==> config.mk <==
export PLATFORM = sky130hd
export DESIGN_NAME = rom_burst_reader
export DESIGN_NICKNAME = d
export VERILOG_FILES = /design/src/rtl/rom_burst_reader.sv
export SDC_FILE = /design/constraint.sdc
export NUM_CORES = 1
export LEC_CHECK = 0
export CORE_MARGIN = 4
export CORE_UTILIZATION = 49
export DETAILED_ROUTE_END_ITERATION = 8
export PLACE_DENSITY = 0.86
export SLEW_MARGIN = 20
export SYNTH_ARGS = -nofsm -noshare
export SYNTH_HDL_FRONTEND = slang
export SYNTH_SLANG_ARGS = --single-unit
==> constraint.sdc <==
create_clock -name clk -period 3.14 [get_ports clk]
set_input_delay 0.628 -clock clk [delete_from_list [all_inputs] [get_ports clk]]
set_output_delay 0.628 -clock clk [all_outputs]
set_load 0.01 [all_outputs]
Figure 1. Floorplan with the power grid.
Pins as bars on the die edge. Tap cells in grey.
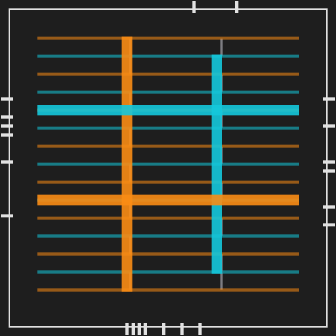
| net | colour |
|---|---|
| VSS | orange |
| VDD | cyan |
signal pins: 21
met4 straps: 2
tap cells: 16
total core area: 0.001506 mm²
chip height: 47.79 µm

Figure 2. Cells coloured by class.
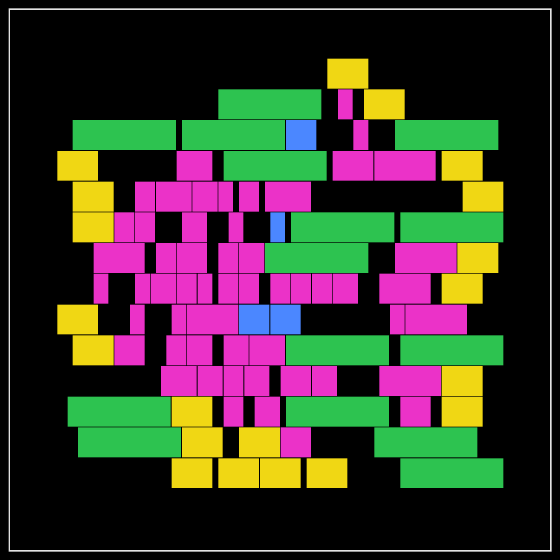
| class | colour | cells |
|---|---|---|
| clock drivers and dummy loads | blue | 4 |
| flops | green | 15 |
| other buffers and delay cells | yellow | 20 |
| combinational and other logic | magenta | 54 |
flop share of the area: 37.74%
final instance area: 994.7 µm²
Final Core Density: 66.03%

Figure 3. Clock network drawn from the DEF.
The bar under the picture is 10 µm long.
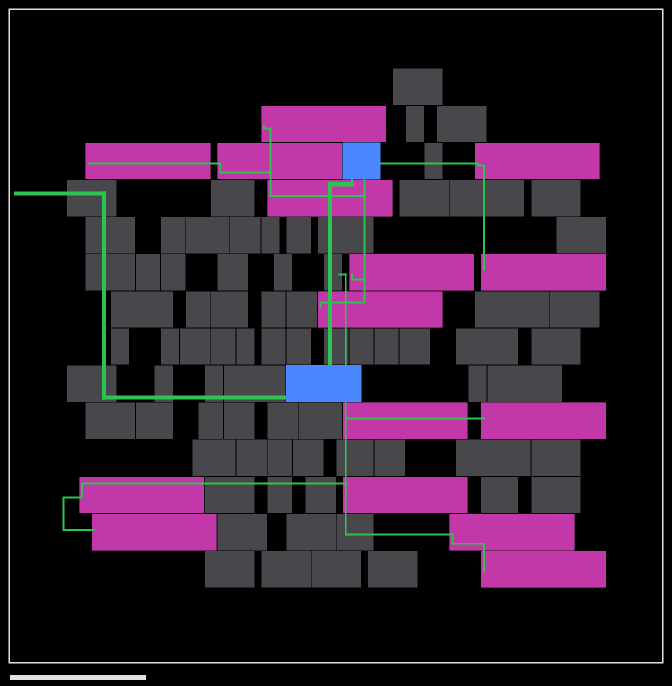
[clock wires] green | length: 186 µm
[clock drivers] blue | count: 3
[flip-flops] magenta | count: 15
routed clock nets: 4
Late-Pin Clk Latency: 0.28 ns
Clk power: 107 µW
clk_skew: 0.006794 ns
clock share of power: 18.1%

Figure 4. Signal wires by layer.
The bar under the picture is 10 µm long.
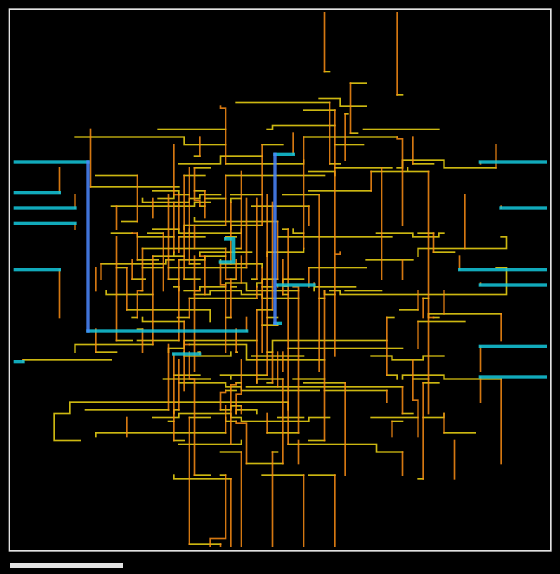
| layer | colour | wire length |
|---|---|---|
| metal 3 | cyan | 85.3 µm |
| metal 1 | yellow | 682 µm |
| metal 4 | blue | 29.9 µm |
| metal 2 | orange | 628 µm |
wire length per cell: 13.07 µm
Routed WL: 1425 µm
vias: 597

==> out/metrics.yaml <==
timing:
  post-route-min-period_ns: 2.222
  min_period_over_period_pct: 70.75
  setup_ws_ns: 0.9183
  slew_headroom_pct: 62.74
  setup_violations: 0
  worstMarginPinSlew_ns: 0.5582
  hold_viol: 0
  final.setup.tns_ns: 0
  fmax_ghz: 0.4501
  rsz0062_at_grt: "false"
  maxSlewViolCount: 0
die:
  io_pins: 21
  dieArea_mm2: 0.002284
  initCoreUtil_pct: 51.50
  rows: 14
  die_w_um: 47.79
finish:
  fin_cells: 109
  area_delta_synth_final_pct: 28.23
  diodes: 0
  drive_gt1_share_pct: 9.677
  nets: 108
  lay_top_cells: "clkdlybuf4s50_1 (20), dfrtp_1 (15), o21ai_0 (9)"
  lay_top_count: "clkdlybuf4s50_1"
global_route:
  overflow: 0
  use_met2_pct: 23.22
  top_usage_layer: "met2"
  met1_usage_pct: 18.33
  use_met3_pct: 3.383
  antenna_found_initial: 0
  grt_max_degree: 18
  grt_usage_pct: 14.82
  grt_pass1_vias: 518
  grt_pass1_wl_um: 2256
power_and_ir_drop:
  internal_power_uw: 420.1
  seq_power_share_pct: 47.0
  p_seq_uw: 278
  pg_comb_uw: 206
  power.net_switching_uw: 171.1
  combPwrFrac_pct: 34.9
  leakagePower_nw: 0.4540
  ir_worst_vdd_uv: 318.7
  swShare_pct: 28.94
  maxPowerGroup: "registers"
  pwr_density_cell_mw_per_mm2: 594.3
  p_total_uw: 591.1
critical_path:
  max_stage_delay_ns: 0.67
  r2r_slack_ns: 1.42
  arrival_ns: 1.59
  worst_r2r_path_depth: 3
  cp.depth: 1
  critPathTopFamily: "flip-flops"
  crit_type: "flop to output port"
  slowest_stage: "dfrtp_1"
  cp.required_ns: 2.51
  critPathBufInv: 1
  end_kind: "output port"
  cp_max_fo: 17
  start_kind: "flop"
  crit_chain: "clkdlybuf4s50_1"
run:
  cap_violations: 0
  warnings: 27
logic_synthesis:
  top_area_cell: "dfrtp_1"
  numSynthFlops: 15
  yosys_warnings: 0
  ys_sh_adder_pct: 4.839
  syn-cell-area_um2: 775.7
  ys_area_um2: 775.7
  area_leaders: "dfrtp_1 (48%), mux2_4 (7.7%), o21ai_0 (5.8%), ha_1 (4.8%), nor2b_1 (3.2%)"
  aoi_share_pct: 15.81
  top_cell_area_share_pct: 48.39
  async_flop_share_pct: 100.0
  most_common_cell: "dfrtp_1"
  syn_inst: 73
  ys_top_logic_family: "AND-OR/OR-AND gates"
  edf_count: 0
  avgSynthCellArea_um2: 10.63
  ys_cells: 73
  ys_sh_xor_pct: 0
  ff_type: "dfrtp_1"
  syn-num-nets: 87
  common_cells: "dfrtp_1 (15), o21ai_0 (9), inv_1 (5), mux2_4 (4), nor2b_1 (4)"
  yosys.area_share.simple_pct: 15.16
  ys_sh_mux_pct: 9.032
  yosysSeqAreaShare_pct: 48.39
  ys_types: 32
placed_design:
  dpl.hpwl_um: 1135
  place_congestion: 0.8691
  post-place-ws_ns: 0.9535
  place_area_um2: 968.4
  place_inst: 105
  io_buffers: 20
clocking:
  postCtsSetupBuffers: 0
  clkSinkCount: 15
  cts-resized-gates: 0
  path_clk_slew_ns: 0.09
  ctsHoldBuffers: 0
  cts_inserted_buffers: 3
  clock_tree.root_cell: "clkbuf_4"
  clockBufferDepth: 2
  cts_tree: "yes"
  cts_max_level: 1
drt:
  highest_layer: "met4"
  viasPerCell: 5.477
  drtPass1Iterations: 4
  drt_first_iter_violations: 9
  drcViolationCount: 0
  postRouteAntennaNets: 0
  wl_met1_um: 682
  dr_wl_met3_um: 85
  wl_met2_um: 628
run_status:
  status: "complete, no violations"
worst_hold_path:
  hold_depth: 1
  hold_path_class: "flop to flop"
[cell type report]
| class | count | area, µm² |
|---|---|---|
| inverters | 6 | 25.02 |
| multi-input cells | 48 | 347.8 |
| repair buffers | 20 | 200.2 |
| well taps | 16 | 20.02 |
| clock buffers | 4 | 26.28 |
| flip-flops and latches | 15 | 375.4 |
| fillers | 126 | 511.7 |
[per-stage QoR]
| stage | utilization, % | hold WS, ns |
|---|---|---|
| after floorplan | - | 0.4869 |
| after global placement | 64.29 | 0.4608 |
| after detailed placement | 64.29 | 0.4649 |
| after CTS | 66.03 | 0.4856 |
| after global routing | 66.03 | 0.5066 |
| final | 66.03 | 0.4810 |
Power and IR drop assume default switching activity.
